Figure 1. Congestion heat map (run 1).
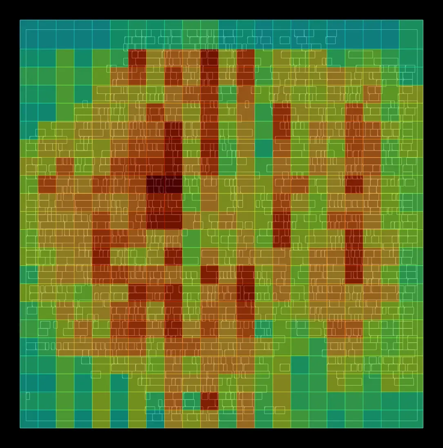
Figure 2. Cell area per tile (run 1).
15 x 16 tiles, from black (low) to pale yellow (high), 0 to 100% covered.
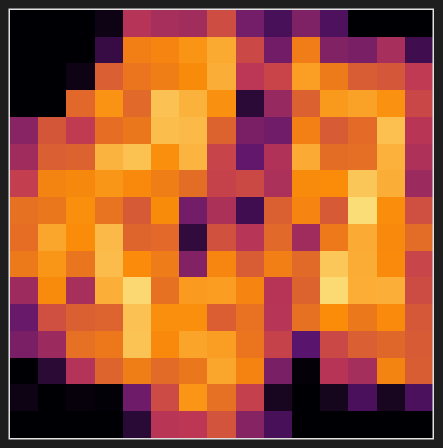
Figure 3. Drive-strength map (run 1).
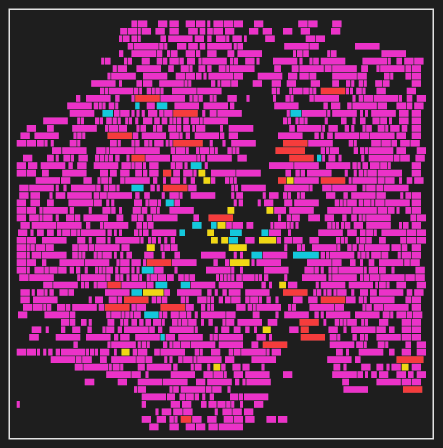
Figure 4. Cells coloured by class (run 1).
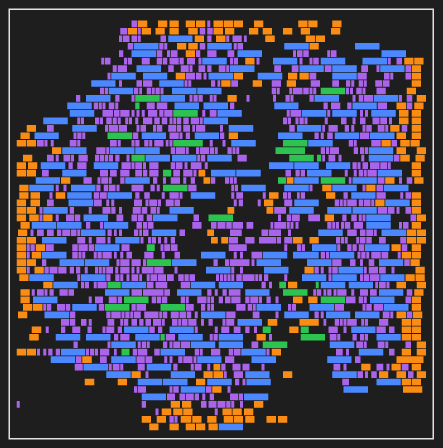
===== src/rtl/mips_pkg.sv =====
// Shared definitions for the MIPS pipeline front end.
// Holds the fetch FSM encodings, the special instruction words and the reset PC.
package mips_pkg;

    typedef enum logic [1:0] {
        S_IDLE  = 2'd0,
        S_FETCH = 2'd1,
        S_HOLD  = 2'd2,
        S_HALT  = 2'd3
    } fetch_state_e;

    localparam logic [31:0] HALT_INSTR = 32'hFFFF_FFFF;
    localparam logic [31:0] NOP_INSTR  = 32'h0000_0000;
    localparam logic [31:0] RESET_PC   = 32'h0000_0000;

    typedef struct packed {
        logic [31:0] instr;
        logic [31:0] pc;
    } fetch_word_t;

    function automatic logic [31:0] word_align(input logic [31:0] addr);
        return {addr[31:2], 2'b00};
    endfunction

endpackage


===== src/rtl/fetch_stage_if_id_reg.sv =====
// IF/ID pipeline register: clear beats hold, hold beats load, otherwise a bubble is inserted.
// Payload fields survive a bubble; only the valid flag drops.
module if_id_reg
    import mips_pkg::*;
(
    input  logic        clk,
    input  logic        reset,
    input  logic        i_clear,
    input  logic        i_hold,
    input  logic        i_load,
    input  logic [31:0] i_instr,
    input  logic [31:0] i_pc,
    output logic        o_valid,
    output logic [31:0] o_instr,
    output logic [31:0] o_pc,
    output logic [31:0] o_pc_plus4
);

    logic        r_valid;
    logic [31:0] r_instr;
    logic [31:0] r_pc;
    logic [31:0] r_pc_plus4;

    // Register update with clear > hold > load > bubble priority.
    always_ff @(posedge clk or posedge reset) begin
        if (reset) begin
            r_valid    <= 1'b0;
            r_instr    <= NOP_INSTR;
            r_pc       <= 32'h0000_0000;
            r_pc_plus4 <= 32'h0000_0000;
        end else if (i_clear) begin
            r_valid    <= 1'b0;
            r_instr    <= NOP_INSTR;
            r_pc       <= 32'h0000_0000;
            r_pc_plus4 <= 32'h0000_0000;
        end else if (i_hold) begin
            r_valid    <= r_valid;
        end else if (i_load) begin
            r_valid    <= 1'b1;
            r_instr    <= i_instr;
            r_pc       <= i_pc;
            r_pc_plus4 <= i_pc + 32'd4;
        end else begin
            r_valid    <= 1'b0;
        end
    end

    // Decode sees a nop whenever the slot is empty, even though the payload is retained.
    assign o_valid    = r_valid;
    assign o_instr    = r_valid ? r_instr : NOP_INSTR;
    assign o_pc       = r_pc;
    assign o_pc_plus4 = r_pc_plus4;

endmodule


===== src/rtl/fetch_stage.sv =====
// IF stage: PC, fetch FSM, one-entry stall buffer and instruction memory handshake.
// Redirect from EX overrides stall, returned data and halt in the same cycle.
module fetch_stage
    import mips_pkg::*;
#(
    parameter logic [31:0] RESET_PC   = mips_pkg::RESET_PC,
    parameter logic [31:0] HALT_INSTR = mips_pkg::HALT_INSTR
) (
    input  logic        clk,
    input  logic        reset,
    output logic        imem_req,
    output logic [31:0] imem_addr,
    input  logic        imem_rvalid,
    input  logic [31:0] imem_rdata,
    input  logic        stall,
    input  logic        redirect,
    input  logic [31:0] redirect_pc,
    output logic        ifid_valid,
    output logic [31:0] ifid_instr,
    output logic [31:0] ifid_pc,
    output logic [31:0] ifid_pc_plus4,
    output logic [5:0]  ifid_opcode,
    output logic [5:0]  ifid_funct,
    output logic        halted
);

    fetch_state_e r_state;
    fetch_state_e w_next_state;
    logic [31:0]  r_pc;
    logic [31:0]  w_pc_next;
    fetch_word_t  r_buf;
    logic         w_buf_capture;
    logic         w_clear;
    logic         w_hold;
    logic         w_load;
    fetch_word_t  w_load_word;

    // State, PC and stall buffer registers.
    always_ff @(posedge clk or posedge reset) begin
        if (reset) begin
            r_state <= S_IDLE;
            r_pc    <= word_align(RESET_PC);
            r_buf   <= '0;
        end else begin
            r_state <= w_next_state;
            r_pc    <= w_pc_next;
            if (redirect) begin
                r_buf <= '0;
            end else if (w_buf_capture) begin
                r_buf <= '{instr: imem_rdata, pc: r_pc};
            end else begin
                r_buf <= r_buf;
            end
        end
    end

    // Next-state, PC and IF/ID control decode.
    always_comb begin
        w_next_state  = r_state;
        w_pc_next     = r_pc;
        w_buf_capture = 1'b0;
        w_clear       = 1'b0;
        w_hold        = 1'b0;
        w_load        = 1'b0;
        w_load_word   = r_buf;
        if (redirect) begin
            w_clear      = 1'b1;
            w_pc_next    = word_align(redirect_pc);
            w_next_state = S_FETCH;
        end else begin
            case (r_state)
                S_IDLE: begin
                    w_hold       = stall;
                    w_next_state = S_FETCH;
                end
                S_FETCH: begin
                    if (imem_rvalid && stall) begin
                        w_hold        = 1'b1;
                        w_buf_capture = 1'b1;
                        w_next_state  = S_HOLD;
                    end else if (imem_rvalid) begin
                        w_load       = 1'b1;
                        w_load_word  = '{instr: imem_rdata, pc: r_pc};
                        w_pc_next    = r_pc + 32'd4;
                        w_next_state = (imem_rdata == HALT_INSTR) ? S_HALT : S_FETCH;
                    end else begin
                        w_hold = stall;
                    end
                end
                S_HOLD: begin
                    if (stall) begin
                        w_hold = 1'b1;
                    end else begin
                        w_load       = 1'b1;
                        w_pc_next    = r_pc + 32'd4;
                        w_next_state = (r_buf.instr == HALT_INSTR) ? S_HALT : S_FETCH;
                    end
                end
                S_HALT: begin
                    w_hold = stall;
                end
                default: begin
                    w_next_state = S_IDLE;
                end
            endcase
        end
    end

    if_id_reg u_if_id_reg (
        .clk        (clk),
        .reset      (reset),
        .i_clear    (w_clear),
        .i_hold     (w_hold),
        .i_load     (w_load),
        .i_instr    (w_load_word.instr),
        .i_pc       (w_load_word.pc),
        .o_valid    (ifid_valid),
        .o_instr    (ifid_instr),
        .o_pc       (ifid_pc),
        .o_pc_plus4 (ifid_pc_plus4)
    );

    assign imem_req    = (r_state == S_FETCH);
    assign imem_addr   = r_pc;
    assign halted      = (r_state == S_HALT);
    assign ifid_opcode = ifid_instr[31:26];
    assign ifid_funct  = ifid_instr[5:0];

endmodule


===== config.mk =====
export PLATFORM = sky130hd
export DESIGN_NAME = fetch_stage
export DESIGN_NICKNAME = d
export VERILOG_FILES = /design/src/rtl/mips_pkg.sv /design/src/rtl/fetch_stage_if_id_reg.sv /design/src/rtl/fetch_stage.sv
export SDC_FILE = /design/constraint.sdc
export NUM_CORES = 1
export LEC_CHECK = 0
export CORE_AREA = 2 2 152 154
export DETAILED_ROUTE_END_ITERATION = 16
export DIE_AREA = 0 0 154 156
export PLACE_DENSITY = 0.81
export SLEW_MARGIN = 40
export SYNTH_ARGS = -nofsm -noshare
export SYNTH_HDL_FRONTEND = slang
export SYNTH_SLANG_ARGS = --single-unit

===== constraint.sdc =====
create_clock -name clk -period 6.1 [get_ports clk]
set_clock_uncertainty 0.1 [all_clocks]
set_input_delay 1.22 -clock clk [delete_from_list [all_inputs] [get_ports clk]]
set_output_delay 1.22 -clock clk [all_outputs]
set_load 0.03 [all_outputs]

==> out/results.ini, run 1 <==
[status]
status = finished clean

[logic_synthesis]
synthesized_instance_count = 1167
synthFlopType = sky130_fd_sc_hd__dfrtp_1
synth.largest_area_cell = sky130_fd_sc_hd__dfrtp_1
ys_top_cells_by_area = sky130_fd_sc_hd__dfrtp_1 46%, sky130_fd_sc_hd__nand2_1 8.1%, sky130_fd_sc_hd__mux2i_1 6.3%
post_synthesis_cell_count_from_yosys = 1167

[global_routing]
wire_length_of_the_first_global_routing_pass_um = 48100
antenna_found_initial = 0
grt_overflow = 0

[route]
post_drt_wl_per_cell_um = 19.0
drc_errors = 0

[placement]
dp_slack_ns = 1.07

[die]
initial_utilization = 0.462
floorplan.io_pins = 212

[pwr]
post-layout-total-power_mw = 4.03

[final_timing]
whs_ns = 0.417
finalCriticalPeriod_ns = 4.71

[final_layout]
num_antenna_cells = 0
finish.cell_count_without_fillers = 1594
design.final.nets = 1371

[critical_path]
timing.critical_path.from = stall
path_max_fanout = 28

[clocking]
clock_transition_at_the_registers_of_the_reported_paths_ns = 0.07

-- Figure 1 (at the start) --
global-route met1 utilization: 0.341
met2 GRT Util: 0.400
met3 track demand over resource in global routing: 0.0464

-- Figure 2 (at the start) --
12% of the tiles are nearly empty. 20% of the tiles are over 75% full. The fullest tile reaches 93%. The mean over all tiles is 53%.
core occupancy in the finished layout: 0.580
area inside the core boundary: 22400 um^2

-- Figure 3 (at the start) --
Cyan is drive 2, cells 22, share 1.7%, most used mux2_2. Magenta is drive 1 or less, cells 1240, share 95%, most used nand2_1. Red is drive 6 and up, cells 28, share 2.1%, most used clkbuf_16. Yellow is drive 3 to 4, cells 19, share 1.5%, most used buf_4.
Final Instance Area: 13000 um^2
Signal buffers: 219
final setup margin: 1.39 ns

-- Figure 4 (at the start) --
Blue is flip-flops, cells 189. Purple is all other logic, cells 869. Orange is other buffers and delay cells, cells 219. Green is clock drivers and dummy loads, cells 32.
sequential share of cell area: 0.364
Cell Rows: 55

-- run 1: layout make-up --
class | count | area (um^2) | share of cell area
Inverter | 10 | 41.3 | 0.00318
Tap cell | 285 | 357 | 0.0275
Timing Repair Buffer | 219 | 2210 | 0.170
Clock inverter | 12 | 135 | 0.0104
Multi-Input combinational cell | 859 | 5050 | 0.389
Sequential cell | 189 | 4730 | 0.364
Clock buffer | 20 | 457 | 0.0352
-- run 1: path summary, 6_finish.rpt --
kind,end,slack [ns],cells after the start
max,u_if_id_reg.o_pc_plus4[24],1.39,9
min,u_if_id_reg.o_pc[9],0.42,2
max reg2reg,u_if_id_reg.o_pc_plus4[24],1.87,10
min reg2reg,u_if_id_reg.o_pc[9],0.42,2
max in group asynchronous,u_if_id_reg.o_pc[30],3.86,4
min in group asynchronous,r_buf[58],1.16,3
-- run 1: routing by layer --
layer,wire length (um),global-route usage,vias to the layer above
met2,14000,0.400,480
li1,-,-,4370
met5,0,0,-
met1,12800,0.341,4559
met4,928,0.0961,0
met3,2510,0.0464,67
-- run 1: critical path, cell delays in order --
cell	delay (ns)
sky130_fd_sc_hd__clkdlybuf4s50_1	0.67
sky130_fd_sc_hd__and4bb_2	0.90
sky130_fd_sc_hd__mux2_2	0.30
sky130_fd_sc_hd__ha_1	0.32
sky130_fd_sc_hd__nand2_1	0.09
sky130_fd_sc_hd__nor4_1	0.45
sky130_fd_sc_hd__o21ai_1	0.36
sky130_fd_sc_hd__or4_1	0.59
sky130_fd_sc_hd__nand3_1	0.09
-- run 1: report_power, final --
part | internal [mW] | switching [mW]
sequential | 1.43 | 0.174
combinational | 0.481 | 0.808
clock | 0.630 | 0.500
total | 2.54 | 1.48
-- run 1: cell usage in the layout, fill, tap and decap left out, drive strengths merged, types with 10 or more instances in the layout --
| cell | instances |
|---|---|
| and2 | 36 |
| nand2 | 222 |
| mux2i | 65 |
| dfrtp | 189 |
| a21oi | 76 |
| a211oi | 53 |
| nor4 | 10 |
| nand4 | 32 |
| o21ai | 32 |
| and3 | 16 |
| inv | 11 |
| xnor2 | 12 |
| nand3 | 38 |
| xor2 | 14 |
| nor2 | 108 |
| buf | 13 |
| clkdlybuf4s50 | 206 |
| nor3 | 25 |
| clkbuf | 20 |
-- run 1: cell families after synthesis --
family / count (synthesis) / share of synthesized area
simple gates: 524 / 0.241
mux: 71 / 0.0696
fa+ha+maj: 6 / 0.00727
xor+xnor: 26 / 0.0221
flops: 189 / 0.458
other cells: 1 / 0.000363
compound gates: 230 / 0.145
buf+inv: 120 / 0.0565
-- run 1: flip-flops by register name (all words and copies together), names as in the netlist --
name and cells:
imem_addr 30, r_buf 63, r_state 2, u_if_id_reg.o_pc 30, u_if_id_reg.o_pc_plus4 31, u_if_id_reg.o_valid 1, u_if_id_reg.r_instr 32
Figure 5. Where the registers sit (run 1).
Other sequential cells in the stronger grey, the rest of the logic in the fainter grey.
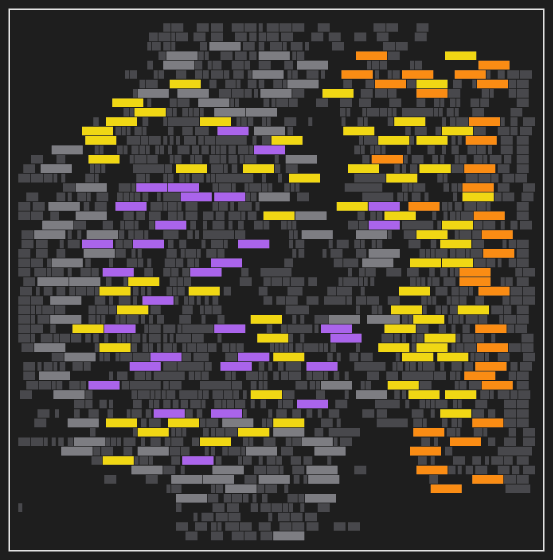

==> run 2: changes to the inputs <==
==> constraint.sdc (replaced) <==
create_clock -name clk -period 3.9 [get_ports clk]
set_clock_uncertainty 0.1 [all_clocks]
set_input_delay 0.78 -clock clk [delete_from_list [all_inputs] [get_ports clk]]
set_output_delay 0.78 -clock clk [all_outputs]
set_load 0.03 [all_outputs]
Figure 6. Where the registers sit (run 2).
Other sequential cells in the stronger grey, the rest of the logic in the fainter grey.
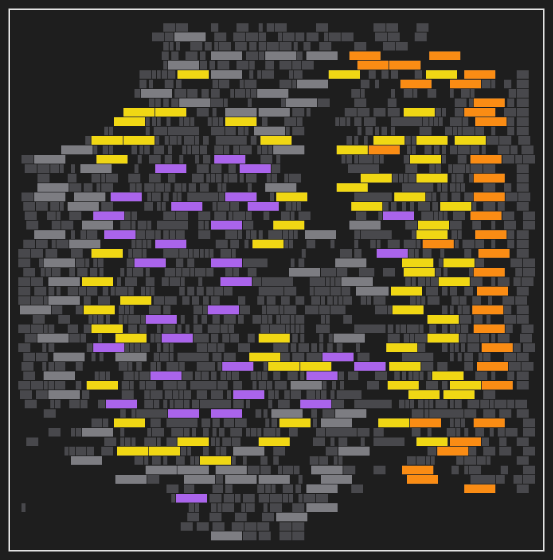
Orange is u_if_id_reg.r_instr, flops 32, where a vertical strip on the right. Yellow is r_buf, flops 63. Purple is u_if_id_reg.o_pc_plus4, flops 31.

Figure 7. Cell area per tile (run 2).
15 x 16 tiles, from black (low) to pale yellow (high), 0 to 100% covered.
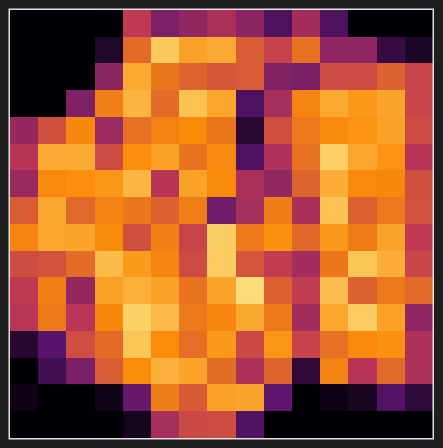
12% of the tiles are nearly empty. The fullest tile reaches 93%. 24% of the tiles are over 75% full. The mean over all tiles is 53%.
fp_density: 0.462
core occupancy in the finished layout: 0.584

Figure 8. Congestion heat map (run 2).
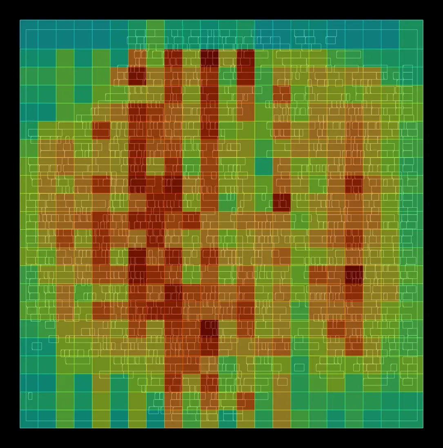
global-route met1 utilization: 0.345
DR WL/cell: 19.2 um
most utilized layer in the global route result: met2

==> out/results.ini, run 2 <==
[final_layout]
design.final.nets = 1386  ; was 1371
register_containing_the_most_flip_flops_in_the_final_layout = r_buf  ; unchanged

[logic_synthesis]
fa_ha_area_frac = 0.00727  ; unchanged
synthFlopType = sky130_fd_sc_hd__dfrtp_1  ; unchanged
post_synth_and_or_nand_nor_area_fraction = 0.241  ; unchanged
synth.largest_area_cell = sky130_fd_sc_hd__dfrtp_1  ; unchanged
synthesized_instance_count = 1167  ; unchanged
ys_top_cells_by_area = sky130_fd_sc_hd__dfrtp_1 46%, sky130_fd_sc_hd__nand2_1 8.1%, sky130_fd_sc_hd__mux2i_1 6.3%  ; unchanged

[final_timing]
finalCriticalPeriod_ns = 3.27

[critical_path]
cp_slowest_cell = sky130_fd_sc_hd__or4_1  ; was sky130_fd_sc_hd__and4bb_2
worst_path_largest_cell_delay_ns = 0.59  ; was 0.90 ns
cp.buffers_inverters = 2  ; was 1
crit_top_cell = sky130_fd_sc_hd__nand2_1
crit_cells = 11  ; was 9

[status]
status = finished clean  ; unchanged

[pwr]
switchingPower_mw = 2.32  ; was 1.48 mW
combPwrFrac = 0.325  ; was 0.320
post-layout-total-power_mw = 6.29  ; was 4.03 mW

[worst_hold_path]
hold_depth = 2  ; unchanged

[die]
floorplan.io_pins = 212  ; unchanged
num_rows = 55  ; unchanged

[global_routing]
antenna_found_initial = 0  ; unchanged

run 2: cell counts after synthesis:
Identical to the previous run, type by type.
run 2: power by group through the flow:
stage,sequential [mW],combinational [mW],clock (mW)
floorplan,2.71,1.11,0
global placement,2.53,2.00,0
detailed placement,2.55,2.03,0
CTS,2.51,2.04,1.75
global route,2.55,2.22,1.82
finish,2.52,2.04,1.73
run 2: layout make-up:
class	count	share of cell area
clock buffer	20	0.0334
inverter	10	0.00316
clock inverter	12	0.0104
sequential	189	0.362
timing repair buffer	234	0.179
multi-input combinational	859	0.385
tap	285	0.0273
run 2: logic make-up after synthesis:
| kind of cell | count (synthesis) |
|---|---|
| flops | 189 |
| simple gates | 524 |
| compound gates | 230 |
| mux | 71 |
| xor+xnor | 26 |
| buf+inv | 120 |
| other cells | 1 |
| fa+ha+maj | 6 |
run 2: layer usage:
layer / up-vias / share of wire / wire length [um]
li1: 4402 / - / -
met1: 4506 / 0.42 / 13000
met4: 0 / 0.036 / 1120
met5: - / 0 / 0
met2: 489 / 0.46 / 14300
met3: 92 / 0.079 / 2430
run 2: worst reg2reg max path: cells and delay by family, from the launching register on:
family / cells / cell delay (ns)
compound gates: 1 / 0.33
fa+ha+maj: 2 / 0.41
buf+inv: 1 / 0.08
flops: 1 / 0.41
mux: 1 / 0.24
simple gates: 5 / 1.49
run 2: worst max path at each step:
| stage | from | endpoint | slack, ns |
|---|---|---|---|
| 2_1_floorplan | r_state[1] | u_if_id_reg.o_pc_plus4[24] | 0.27 |
| 3_3_place_gp | stall | u_if_id_reg.o_pc_plus4[24] | 0.39 |
| 3_5_place_dp | stall | u_if_id_reg.o_pc_plus4[24] | 0.32 |
| 4_1_cts | u_if_id_reg.o_valid | ifid_instr[0] | 0.67 |
| 5_1_grt | stall | u_if_id_reg.o_pc_plus4[30] | 0.54 |
| 6_report | stall | u_if_id_reg.o_pc_plus4[30] | 0.63 |
run 2: stage by stage:
| stage | hold slack (ns) | area (um^2) | utilization |
|---|---|---|---|
| after floorplan | 0.383 | 10300 | - |
| after global placement | 0.398 | 12500 | 0.557 |
| after detailed placement | 0.408 | 12500 | 0.557 |
| after CTS | 0.426 | 13000 | 0.583 |
| after global routing | 0.445 | 13100 | 0.584 |
| final | 0.425 | 13100 | 0.584 |
Power is estimated from default activity; no workload was simulated.
